run_1/detail.png
Window x 87 to 107, y 23 to 43 um. Cells in grey, sequential cells in the stronger grey; small squares are vias.
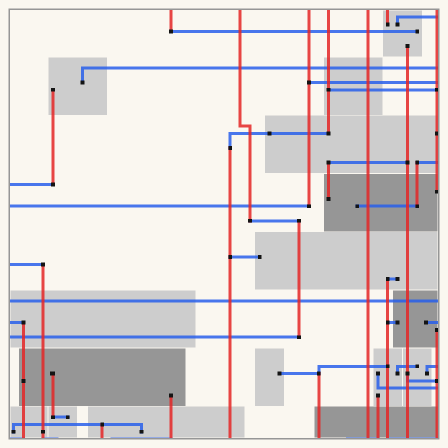
run_1/wires.png
(3 px per um)
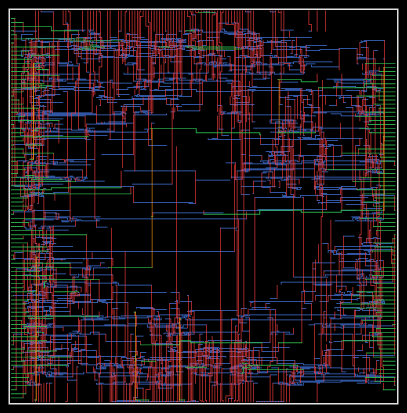
run_1/layer_met4.png
(3 px per um)
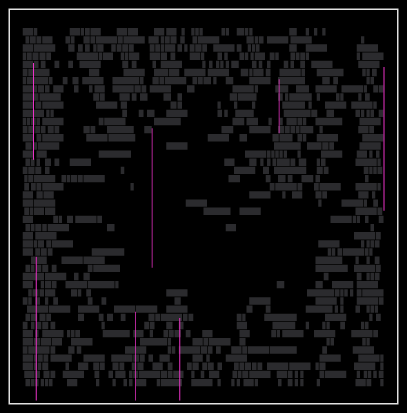
run_1/congestion.png
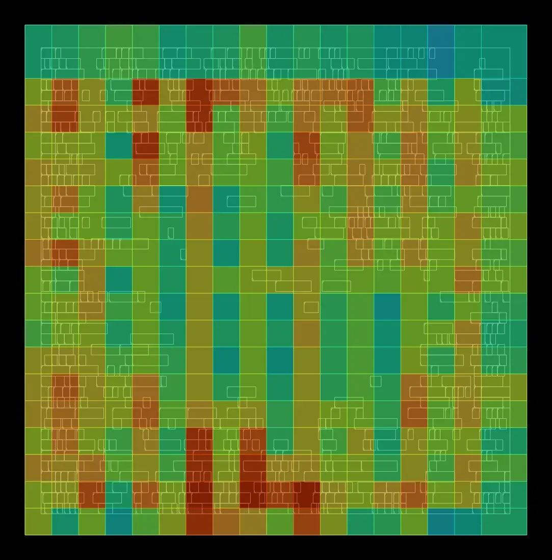
**src/rtl/riscv_mul_arbiter_pkg.sv**
```systemverilog
// riscv_mul_arbiter_pkg: shared M-extension encodings, funct codes and instruction builder
// Contents:
//   MUL_FUNCT_*            request op codes (0=MUL,1=MULH,2=MULHSU,3=MULHU)
//   INST_MUL*/INST_*_MASK  instruction match/mask pairs for the multiply ops
//   MUL_RS1_IDX/RS2_IDX    fixed rs1/rs2 register indices written into the instruction
//   mul_fix_rd()           rd=0 is replaced by 1 so the multiplier always writes back
//   mul_inst()             full instruction word for a funct/rd pair
package riscv_mul_arbiter_pkg;

    localparam logic [1:0] MUL_FUNCT_MUL    = 2'd0;
    localparam logic [1:0] MUL_FUNCT_MULH   = 2'd1;
    localparam logic [1:0] MUL_FUNCT_MULHSU = 2'd2;
    localparam logic [1:0] MUL_FUNCT_MULHU  = 2'd3;

    localparam logic [31:0] INST_MUL         = 32'h02000033;
    localparam logic [31:0] INST_MUL_MASK    = 32'hfe00707f;
    localparam logic [31:0] INST_MULH        = 32'h02001033;
    localparam logic [31:0] INST_MULH_MASK   = 32'hfe00707f;
    localparam logic [31:0] INST_MULHSU      = 32'h02002033;
    localparam logic [31:0] INST_MULHSU_MASK = 32'hfe00707f;
    localparam logic [31:0] INST_MULHU       = 32'h02003033;
    localparam logic [31:0] INST_MULHU_MASK  = 32'hfe00707f;

    localparam logic [4:0] MUL_RS1_IDX = 5'd2;
    localparam logic [4:0] MUL_RS2_IDX = 5'd3;

    function automatic logic [4:0] mul_fix_rd(input logic [4:0] rd);
        return rd == 5'd0 ? 5'd1 : rd;
    endfunction

    function automatic logic [31:0] mul_inst(input logic [1:0] funct, input logic [4:0] rd);
        logic [31:0] base;
        base = funct == MUL_FUNCT_MULH   ? INST_MULH   :
               funct == MUL_FUNCT_MULHSU ? INST_MULHSU :
               funct == MUL_FUNCT_MULHU  ? INST_MULHU  : INST_MUL;
        return base | {7'b0, MUL_RS2_IDX, MUL_RS1_IDX, 3'b0, rd, 7'b0};
    endfunction

endpackage

```
**src/rtl/riscv_mul_arbiter_if.sv**
```systemverilog
// riscv_mul_arbiter_if: request, response and multiplier-side signals of the multiply arbiter
// Groups:
//   req_*        two valid/ready request channels (index = port id)
//   resp_*       single tagged response channel
//   mul_*        opcode interface towards riscv_multiplier, writeback_value_i back from it
//   busy_o       arbiter not idle
// Modports: slave = arbiter side, master = requester/multiplier side.
interface riscv_mul_arbiter_if;
    logic [1:0]       req_valid_i;
    logic [1:0]       req_ready_o;
    logic [1:0][1:0]  req_funct_i;
    logic [1:0][31:0] req_a_i;
    logic [1:0][31:0] req_b_i;
    logic [1:0][4:0]  req_rd_i;
    logic             resp_valid_o;
    logic             resp_ready_i;
    logic             resp_id_o;
    logic [4:0]       resp_rd_o;
    logic [31:0]      resp_data_o;
    logic             mul_opcode_valid_o;
    logic [31:0]      mul_opcode_o;
    logic [31:0]      mul_ra_operand_o;
    logic [31:0]      mul_rb_operand_o;
    logic [4:0]       mul_rd_idx_o;
    logic             mul_hold_o;
    logic [31:0]      writeback_value_i;
    logic             busy_o;

    modport slave (
        input  req_valid_i, req_funct_i, req_a_i, req_b_i, req_rd_i, resp_ready_i, writeback_value_i,
        output req_ready_o, resp_valid_o, resp_id_o, resp_rd_o, resp_data_o,
               mul_opcode_valid_o, mul_opcode_o, mul_ra_operand_o, mul_rb_operand_o,
               mul_rd_idx_o, mul_hold_o, busy_o
    );

    modport master (
        output req_valid_i, req_funct_i, req_a_i, req_b_i, req_rd_i, resp_ready_i, writeback_value_i,
        input  req_ready_o, resp_valid_o, resp_id_o, resp_rd_o, resp_data_o,
               mul_opcode_valid_o, mul_opcode_o, mul_ra_operand_o, mul_rb_operand_o,
               mul_rd_idx_o, mul_hold_o, busy_o
    );
endinterface

```
**src/rtl/riscv_rr_arb2.sv**
```systemverilog
// riscv_rr_arb2: combinational two-requester round-robin picker
// Ports:
//   i_req   request vector
//   i_last  port granted last time; the other port wins a tie
//   o_gnt   one-hot grant (zero when nothing requests)
module riscv_rr_arb2 (
    input  logic [1:0] i_req,
    input  logic       i_last,
    output logic [1:0] o_gnt
);
    always_comb o_gnt = (&i_req) ? (i_last ? 2'b01 : 2'b10) : i_req;
endmodule

```
**src/rtl/riscv_mul_arbiter.sv**
```systemverilog
// riscv_mul_arbiter: two-port round-robin sequencer for the shared riscv_multiplier
// Ports:
//   clk_i   clock, rising edge
//   rst_i   synchronous active-low reset
//   bus     riscv_mul_arbiter_if.slave: request channels, tagged response, multiplier opcode side
// One operation is in flight at a time: IDLE accepts, ISSUE pulses opcode valid,
// WAIT counts down the multiplier latency, RESP holds the result until accepted.
module riscv_mul_arbiter
    import riscv_mul_arbiter_pkg::*;
#(
    parameter int MUL_LATENCY = 2
) (
    input  logic clk_i,
    input  logic rst_i,
    riscv_mul_arbiter_if.slave bus
);
    typedef enum logic [1:0] {S_IDLE, S_ISSUE, S_WAIT, S_RESP} state_t;

    state_t      r_state;
    state_t      w_next;
    logic        r_last;
    logic [3:0]  r_cnt;
    logic        r_id;
    logic [4:0]  r_rd;
    logic [4:0]  r_rd_idx;
    logic [31:0] r_opcode;
    logic [31:0] r_a;
    logic [31:0] r_b;
    logic [31:0] r_data;
    logic [1:0]  w_gnt;
    logic        w_sel;
    logic        w_accept;
    logic [1:0]  w_ready;
    logic        w_opv;
    logic        w_respv;

    riscv_rr_arb2 u_arb (
        .i_req  (bus.req_valid_i),
        .i_last (r_last),
        .o_gnt  (w_gnt)
    );

    assign w_sel = w_gnt[1];

    always_comb begin
        w_next   = r_state;
        w_ready  = 2'b00;
        w_opv    = 1'b0;
        w_respv  = 1'b0;
        w_accept = 1'b0;
        case (r_state)
            S_IDLE: begin
                w_ready  = w_gnt;
                w_accept = |w_gnt;
                w_next   = w_accept ? S_ISSUE : S_IDLE;
            end
            S_ISSUE: begin
                w_opv  = 1'b1;
                w_next = S_WAIT;
            end
            S_WAIT:  w_next = r_cnt == 4'd1 ? S_RESP : S_WAIT;
            default: begin
                w_respv = 1'b1;
                w_next  = bus.resp_ready_i ? S_IDLE : S_RESP;
            end
        endcase
    end

    always_ff @(posedge clk_i) begin
        if (!rst_i) begin
            r_state  <= S_IDLE;
            r_last   <= 1'b1;
            r_cnt    <= 4'd0;
            r_id     <= 1'b0;
            r_rd     <= 5'd0;
            r_rd_idx <= 5'd0;
            r_opcode <= 32'd0;
            r_a      <= 32'd0;
            r_b      <= 32'd0;
            r_data   <= 32'd0;
        end else begin
            r_state <= w_next;
            if (w_accept) begin
                r_last   <= w_sel;
                r_id     <= w_sel;
                r_rd     <= bus.req_rd_i[w_sel];
                r_rd_idx <= mul_fix_rd(bus.req_rd_i[w_sel]);
                r_opcode <= mul_inst(bus.req_funct_i[w_sel], mul_fix_rd(bus.req_rd_i[w_sel]));
                r_a      <= bus.req_a_i[w_sel];
                r_b      <= bus.req_b_i[w_sel];
            end
            if (r_state == S_ISSUE)
                r_cnt <= 4'(MUL_LATENCY);
            else if (r_state == S_WAIT)
                r_cnt <= r_cnt - 4'd1;
            // counter==1 marks the cycle in which the multiplier presents the result
            if (r_state == S_WAIT && r_cnt == 4'd1)
                r_data <= bus.writeback_value_i;
        end
    end

    assign bus.req_ready_o        = w_ready;
    assign bus.mul_opcode_valid_o = w_opv;
    assign bus.resp_valid_o       = w_respv;
    assign bus.resp_id_o          = r_id;
    assign bus.resp_rd_o          = r_rd;
    assign bus.resp_data_o        = r_data;
    assign bus.mul_opcode_o       = r_opcode;
    assign bus.mul_ra_operand_o   = r_a;
    assign bus.mul_rb_operand_o   = r_b;
    assign bus.mul_rd_idx_o       = r_rd_idx;
    assign bus.mul_hold_o         = 1'b0;
    assign bus.busy_o             = r_state != S_IDLE;
endmodule

```
**src/flat_wrapper.sv**
```systemverilog
// flat-port wrapper written by rule: the top's interface ports become plain ports
module riscv_mul_arbiter_flat import riscv_mul_arbiter_pkg::*;
#(
    parameter int MUL_LATENCY = 2
)
  (clk_i, rst_i, bus_req_valid_i, bus_req_funct_i, bus_req_a_i, bus_req_b_i, bus_req_rd_i, bus_resp_ready_i, bus_writeback_value_i, bus_req_ready_o, bus_resp_valid_o, bus_resp_id_o, bus_resp_rd_o, bus_resp_data_o, bus_mul_opcode_valid_o, bus_mul_opcode_o, bus_mul_ra_operand_o, bus_mul_rb_operand_o, bus_mul_rd_idx_o, bus_mul_hold_o, bus_busy_o);
  riscv_mul_arbiter_if bus_i ();
  input  logic clk_i;
  input  logic rst_i;
  input wire logic [$bits(bus_i.req_valid_i)-1:0] bus_req_valid_i;
  input wire logic [$bits(bus_i.req_funct_i)-1:0] bus_req_funct_i;
  input wire logic [$bits(bus_i.req_a_i)-1:0] bus_req_a_i;
  input wire logic [$bits(bus_i.req_b_i)-1:0] bus_req_b_i;
  input wire logic [$bits(bus_i.req_rd_i)-1:0] bus_req_rd_i;
  input wire logic [$bits(bus_i.resp_ready_i)-1:0] bus_resp_ready_i;
  input wire logic [$bits(bus_i.writeback_value_i)-1:0] bus_writeback_value_i;
  output wire logic [$bits(bus_i.req_ready_o)-1:0] bus_req_ready_o;
  output wire logic [$bits(bus_i.resp_valid_o)-1:0] bus_resp_valid_o;
  output wire logic [$bits(bus_i.resp_id_o)-1:0] bus_resp_id_o;
  output wire logic [$bits(bus_i.resp_rd_o)-1:0] bus_resp_rd_o;
  output wire logic [$bits(bus_i.resp_data_o)-1:0] bus_resp_data_o;
  output wire logic [$bits(bus_i.mul_opcode_valid_o)-1:0] bus_mul_opcode_valid_o;
  output wire logic [$bits(bus_i.mul_opcode_o)-1:0] bus_mul_opcode_o;
  output wire logic [$bits(bus_i.mul_ra_operand_o)-1:0] bus_mul_ra_operand_o;
  output wire logic [$bits(bus_i.mul_rb_operand_o)-1:0] bus_mul_rb_operand_o;
  output wire logic [$bits(bus_i.mul_rd_idx_o)-1:0] bus_mul_rd_idx_o;
  output wire logic [$bits(bus_i.mul_hold_o)-1:0] bus_mul_hold_o;
  output wire logic [$bits(bus_i.busy_o)-1:0] bus_busy_o;
  assign bus_i.req_valid_i = bus_req_valid_i;
  assign bus_i.req_funct_i = bus_req_funct_i;
  assign bus_i.req_a_i = bus_req_a_i;
  assign bus_i.req_b_i = bus_req_b_i;
  assign bus_i.req_rd_i = bus_req_rd_i;
  assign bus_i.resp_ready_i = bus_resp_ready_i;
  assign bus_i.writeback_value_i = bus_writeback_value_i;
  assign bus_req_ready_o = bus_i.req_ready_o;
  assign bus_resp_valid_o = bus_i.resp_valid_o;
  assign bus_resp_id_o = bus_i.resp_id_o;
  assign bus_resp_rd_o = bus_i.resp_rd_o;
  assign bus_resp_data_o = bus_i.resp_data_o;
  assign bus_mul_opcode_valid_o = bus_i.mul_opcode_valid_o;
  assign bus_mul_opcode_o = bus_i.mul_opcode_o;
  assign bus_mul_ra_operand_o = bus_i.mul_ra_operand_o;
  assign bus_mul_rb_operand_o = bus_i.mul_rb_operand_o;
  assign bus_mul_rd_idx_o = bus_i.mul_rd_idx_o;
  assign bus_mul_hold_o = bus_i.mul_hold_o;
  assign bus_busy_o = bus_i.busy_o;
  riscv_mul_arbiter #(.MUL_LATENCY(MUL_LATENCY)) u_core (.clk_i(clk_i), .rst_i(rst_i), .bus(bus_i));
endmodule
```
**config.mk**
```make
export PLATFORM = sky130hd
export DESIGN_NAME = riscv_mul_arbiter_flat
export DESIGN_NICKNAME = d
export VERILOG_FILES = /design/src/rtl/riscv_mul_arbiter_pkg.sv /design/src/rtl/riscv_mul_arbiter_if.sv /design/src/rtl/riscv_rr_arb2.sv /design/src/rtl/riscv_mul_arbiter.sv /design/src/flat_wrapper.sv
export SDC_FILE = /design/constraint.sdc
export NUM_CORES = 1
export LEC_CHECK = 0
export ABC_AREA = 1
export CAP_MARGIN = 20
export CORE_AREA = 4 4 125 127
export CTS_CLUSTER_DIAMETER = 60
export DETAILED_ROUTE_END_ITERATION = 12
export DIE_AREA = 0 0 129 131
export DONT_BUFFER_PORTS = 1
export PLACE_DENSITY = 0.51
export REMOVE_ABC_BUFFERS = 1
export SYNTH_ARGS = -nofsm -noshare
export SYNTH_HDL_FRONTEND = slang
export SYNTH_SLANG_ARGS = --single-unit
```
**constraint.sdc**
```tcl
create_clock -name clk_i -period 1.6 [get_ports clk_i]
set_input_delay 0.24 -clock clk_i [delete_from_list [all_inputs] [get_ports clk_i]]
set_output_delay 0.24 -clock clk_i [all_outputs]
set_load 0.03 [all_outputs]
```
==> out/qor.yml, run 1 <==
status: "finished with violations"
failed_checks: "hold timing"
power_mw: 11.2
min-delay-start: "bus_req_b_i[4]"
n_fill_cell: 1402
grt_start_max_net_pins: 105
n_multi_input_combinational_cell: 457
relSlewSlack_pct: 63.6
drc: 0
wl_met1_mm: 6.50
hold_viol: 4
biggestCellCategory: "flip-flops and latches"
clock_area_share_pct: 9.79
mappedNetlistArea_um2: 5090
postCtsSetupBuffers: 0
syn_avg_cell_area_um2: 7.68
nNonClkInverters: 21
p_int_mw: 7.11
clkLatencyLatePin_ns: 0.41
cp_max_fo: 3
wl_met3_mm: 1.84
fin_skew_ns: 0.00852
warning_count: 32
cts_buffers: 17
ys_cells: 663
cp-start-kind: "register"
via_per_inst: 5.32
path_clk_slew_ns: 0.05
drtAntennaViolNets: 0
nets: 897
syn_inst: 663
finalSetupViolations: 0
fin_hold_ws_ns: -0.00836
regArea_um2: 2330
gr-usage-met2_pct: 29.2
p_clk_share_pct: 37.0
die_width_um: 129
p_per_area_nw_per_um2: 1710
ys_top_logic_family: "simple AND/OR/NAND/NOR gates"
antenna_found_initial: 0
cp.depth: 4
area_growth_pct: 28.7
About detail.png:
legend:
  metal 1:
    colour: blue
  metal 2:
    colour: red
cells with their middle in the window: 15
sequential cells in the window: 3
netlist names of flops here include: `u_core.bus.resp_data_o` (2), `u_core.bus.mul_opcode_o` (1)

About wires.png:
legend:
  metal 1:
    colour: blue
    wire_length: 6500 um
  metal 4:
    colour: orange
    wire_length: 248 um
  metal 3:
    colour: green
    wire_length: 1840 um
  metal 2:
    colour: red
    wire_length: 8370 um
vias: 4835
final wirelength: 17.0 mm

About layer_met4.png:
nets with wire on the layer: 6
share of all routed wire: 1.5%

About congestion.png:
Final Core Density: 45.5%
DR WL/cell: 18.7 um

run_1/clk_routes.png
(2 px per um)
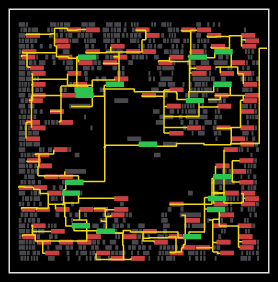

==> run 2, diff against run 1 <==
--- a/config.mk
+++ b/config.mk
@@ -7,12 +7,12 @@
 export LEC_CHECK = 0
 export ABC_AREA = 1
 export CAP_MARGIN = 20
-export CORE_AREA = 4 4 125 127
+export CORE_AREA = 4 4 123 125
 export CTS_CLUSTER_DIAMETER = 60
 export DETAILED_ROUTE_END_ITERATION = 12
-export DIE_AREA = 0 0 129 131
+export DIE_AREA = 0 0 127 129
 export DONT_BUFFER_PORTS = 1
-export PLACE_DENSITY = 0.51
+export PLACE_DENSITY = 0.54
 export REMOVE_ABC_BUFFERS = 1
 export SYNTH_ARGS = -nofsm -noshare
 export SYNTH_HDL_FRONTEND = slang
==> constraint.sdc (replaced) <==
create_clock -name clk_i -period 1.3 [get_ports clk_i]
set_input_delay 0.195 -clock clk_i [delete_from_list [all_inputs] [get_ports clk_i]]
set_output_delay 0.195 -clock clk_i [all_outputs]
set_load 0.03 [all_outputs]
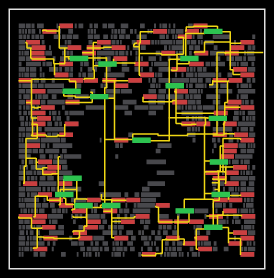
run_2/clk_routes.png
(2 px per um)
legend:
  clock drivers:
    colour: green
    count: 17
  clock wires:
    colour: yellow
    length: 1690 um
  flip-flops:
    colour: red
    count: 116
flops lie: widely spread
Clock group: 4.75 mW
insertion delay to the later sink of the worst-skew pair: 0.42 ns
power share of the clock group: 28.4%
Final Skew: 0.00752 ns

==> out/qor.yml, run 2 <==
status: "finished with violations"
failed_checks: "hold timing, setup timing"
regArea_um2: 2330  # about the same
crit_arrival_ns: 1.37
yosys_most_used_dff: "dfxtp_1"
cp-startpoint: "u_core.r_state[0]"
cp-start-kind: "register"
met3_usage_pct: 7.64
ff_count: 116
final_core_util_pct: 60.5  # +15 points
drtAntennaViolNets: 0  # unchanged
clock-sinks: 116
n_fill_cell: 1082  # -23%
drc: 0  # unchanged
power_mw: 16.7  # +49%
ys_seq_elements: 116
path_clk_slew_ns: 0.06  # about the same
worstSetupPathType: "reg -> out"
ys_sh_mux_pct: 0
postCtsSetupBuffers: 7  # +7
sh_comb_area_pct: 36.7
min-delay-start: "bus_writeback_value_i[6]"
n_multi_input_combinational_cell: 459  # +0.44%
layout_setup_ws_ns: -0.268
gr-usage-met2_pct: 37.2  # +8.0 points
cts_tree: "built"
hold_viol: 80  # +76
syn_inst: 663  # unchanged
portBuffers: 0
maxSlewViolCount: 0
wl_met3_mm: 1.67  # -9.0%
nets: 980  # +9.3%
p_per_area_nw_per_um2: 1990  # +17%
ys_top_logic_family: "simple AND/OR/NAND/NOR gates"
cts_buffers: 17  # unchanged
clock_area_share_pct: 7.07  # -2.7 points
crit_end: "bus_req_ready_o[0]"
area_growth_pct: 64.9
fin_hold_ws_ns: -0.0804  # -0.0720 ns
die_width_um: 127  # -1.6%
nNonClkInverters: 21  # unchanged
cp_max_fo: 3  # unchanged
relSlewSlack_pct: 65.8  # +2.2 points
wirelength_mm: 21.1  # +24%
syn_avg_cell_area_um2: 7.68  # unchanged
cp.depth: 6  # +2
warning_count: 35  # +9.4%
wl_per_cell_um: 21.3  # +14%
finalSetupViolations: 115  # +115
antenna_found_initial: 0  # unchanged
lay_top_cells: "dfxtp_1 (112), nand2_1 (87), buf_4 (84), nand3_1 (71), o21ai_2 (54)"
biggestCellCategory: "multi-input combinational cells"
mappedNetlistArea_um2: 5090  # unchanged
min_to: "u_core.bus.resp_data_o[6]"
cp_num_buf_inv: 4
p_int_mw: 10.4  # +46%
wl_met1_mm: 7.57  # +16%
track_usage_pct: 21.1
via_per_inst: 5.47  # +2.8%
ys_cells: 663  # unchanged
cts.htree.levels: 4
hold_path_class: "in -> reg"
vias: 5402  # +12%
grt_start_max_net_pins: 105  # unchanged
combPwrFrac_pct: 42.6
finalCritPeriodShare_pct: 121
power_leader: "combinational logic"
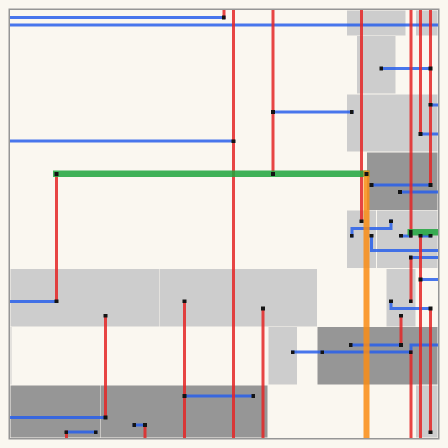
run_2/detail.png
Window x 85 to 105, y 22 to 42 um. Cells in grey, sequential cells in the stronger grey; small squares are vias.
legend:
  metal 2:
    colour: red
  metal 4:
    colour: orange
  metal 3:
    colour: green
  metal 1:
    colour: blue
sequential cells in the window: 3
cells with their middle in the window: 10
most frequent: nor2_1 (2), dfxtp_1 (2)

run_2/wires.png
(3 px per um)
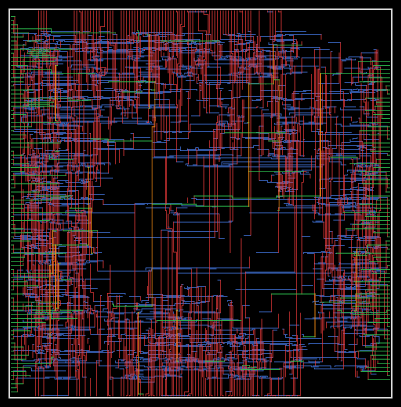

==> run 3, diff against run 2 <==
--- a/config.mk
+++ b/config.mk
@@ -7,12 +7,12 @@
 export LEC_CHECK = 0
 export ABC_AREA = 1
 export CAP_MARGIN = 20
-export CORE_AREA = 4 4 123 125
+export CORE_ASPECT_RATIO = 1.75
+export CORE_MARGIN = 4
+export CORE_UTILIZATION = 33
 export CTS_CLUSTER_DIAMETER = 60
 export DETAILED_ROUTE_END_ITERATION = 12
-export DIE_AREA = 0 0 127 129
-export DONT_BUFFER_PORTS = 1
-export PLACE_DENSITY = 0.54
+export PLACE_DENSITY = 0.79
 export REMOVE_ABC_BUFFERS = 1
 export SYNTH_ARGS = -nofsm -noshare
 export SYNTH_HDL_FRONTEND = slang
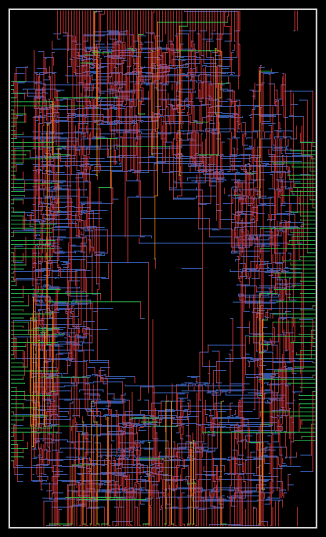
run_3/wires.png
(3 px per um)
legend:
  metal 4:
    colour: orange
    wire_length: 1160 um
  metal 3:
    colour: green
    wire_length: 1500 um
  metal 2:
    colour: red
    wire_length: 12000 um
  metal 1:
    colour: blue
    wire_length: 7040 um
final wirelength: 21.7 mm
DR WL/cell: 18.4 um

==> out/qor.yml, run 3 <==
n_multi_input_combinational_cell: 458  # -0.22%
cp-startpoint: "u_core.r_state[0]"
p_per_area_nw_per_um2: 1710  # -14%
met3_usage_pct: 5.53  # -2.1 points
area_growth_pct: 94.4
crit_arrival_ns: 1.35  # -0.02 ns
syn_avg_cell_area_um2: 7.68  # unchanged
cts_buffers: 17  # unchanged
wl_met1_mm: 7.04  # -7.1%
track_usage_pct: 22.6  # +1.5 points
grt_start_max_net_pins: 52  # -50%
ys_cells: 663  # unchanged
hold_path_class: "in -> reg"
gr-usage-met2_pct: 41.6  # +4.4 points
path_clk_slew_ns: 0.06  # about the same
pg_clk_mw: 4.97  # +4.6%
finalSetupViolations: 116  # +0.87%
cts_tree: "built"
cts.htree.levels: 4  # unchanged
fin_hold_ws_ns: 0.161  # +0.241 ns
mappedNetlistArea_um2: 5090  # unchanged
failed_checks: "setup timing"
finalCritPeriodShare_pct: 119  # -1.7 points
min-delay-start: "rst_i"
lay_top_cells: "clkdlybuf4s50_1 (176), dfxtp_1 (112), nand2_1 (89), nand3_1 (71), clkdlybuf4s15_2 (71)"
ys_seq_elements: 116  # unchanged
crit_end: "bus_req_ready_o[1]"
min_to: "u_core.r_last"
clkLatencyLatePin_ns: 0.41  # about the same
regArea_um2: 2330  # unchanged
hold_viol: 0  # -100%
layout_setup_ws_ns: -0.246  # +0.0218 ns
clock_area_share_pct: 6.32  # -0.76 points
ys_sh_mux_pct: 0  # unchanged
drtAntennaViolNets: 0  # unchanged
final_core_util_pct: 66.1  # +5.6 points
status: "finished with violations"
nets: 1171  # +19%
warning_count: 31  # -11%
power_mw: 16.9  # +1.3%
postCtsSetupBuffers: 8  # +1
p_clk_share_pct: 29.3  # +0.9 points
cp.depth: 6  # unchanged
power_leader: "combinational logic"
via_per_inst: 5.11  # -6.5%
sh_comb_area_pct: 25.1  # -12 points
ys_top_logic_family: "simple AND/OR/NAND/NOR gates"
die_width_um: 102  # -20%
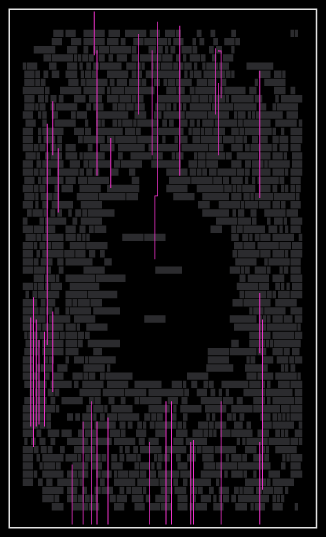
run_3/layer_met4.png
(3 px per um)
share of all routed wire: 5.3%
main direction: vertical
nets with wire on the layer: 34
vias: 6041

Power is estimated from default activity; no workload was simulated.
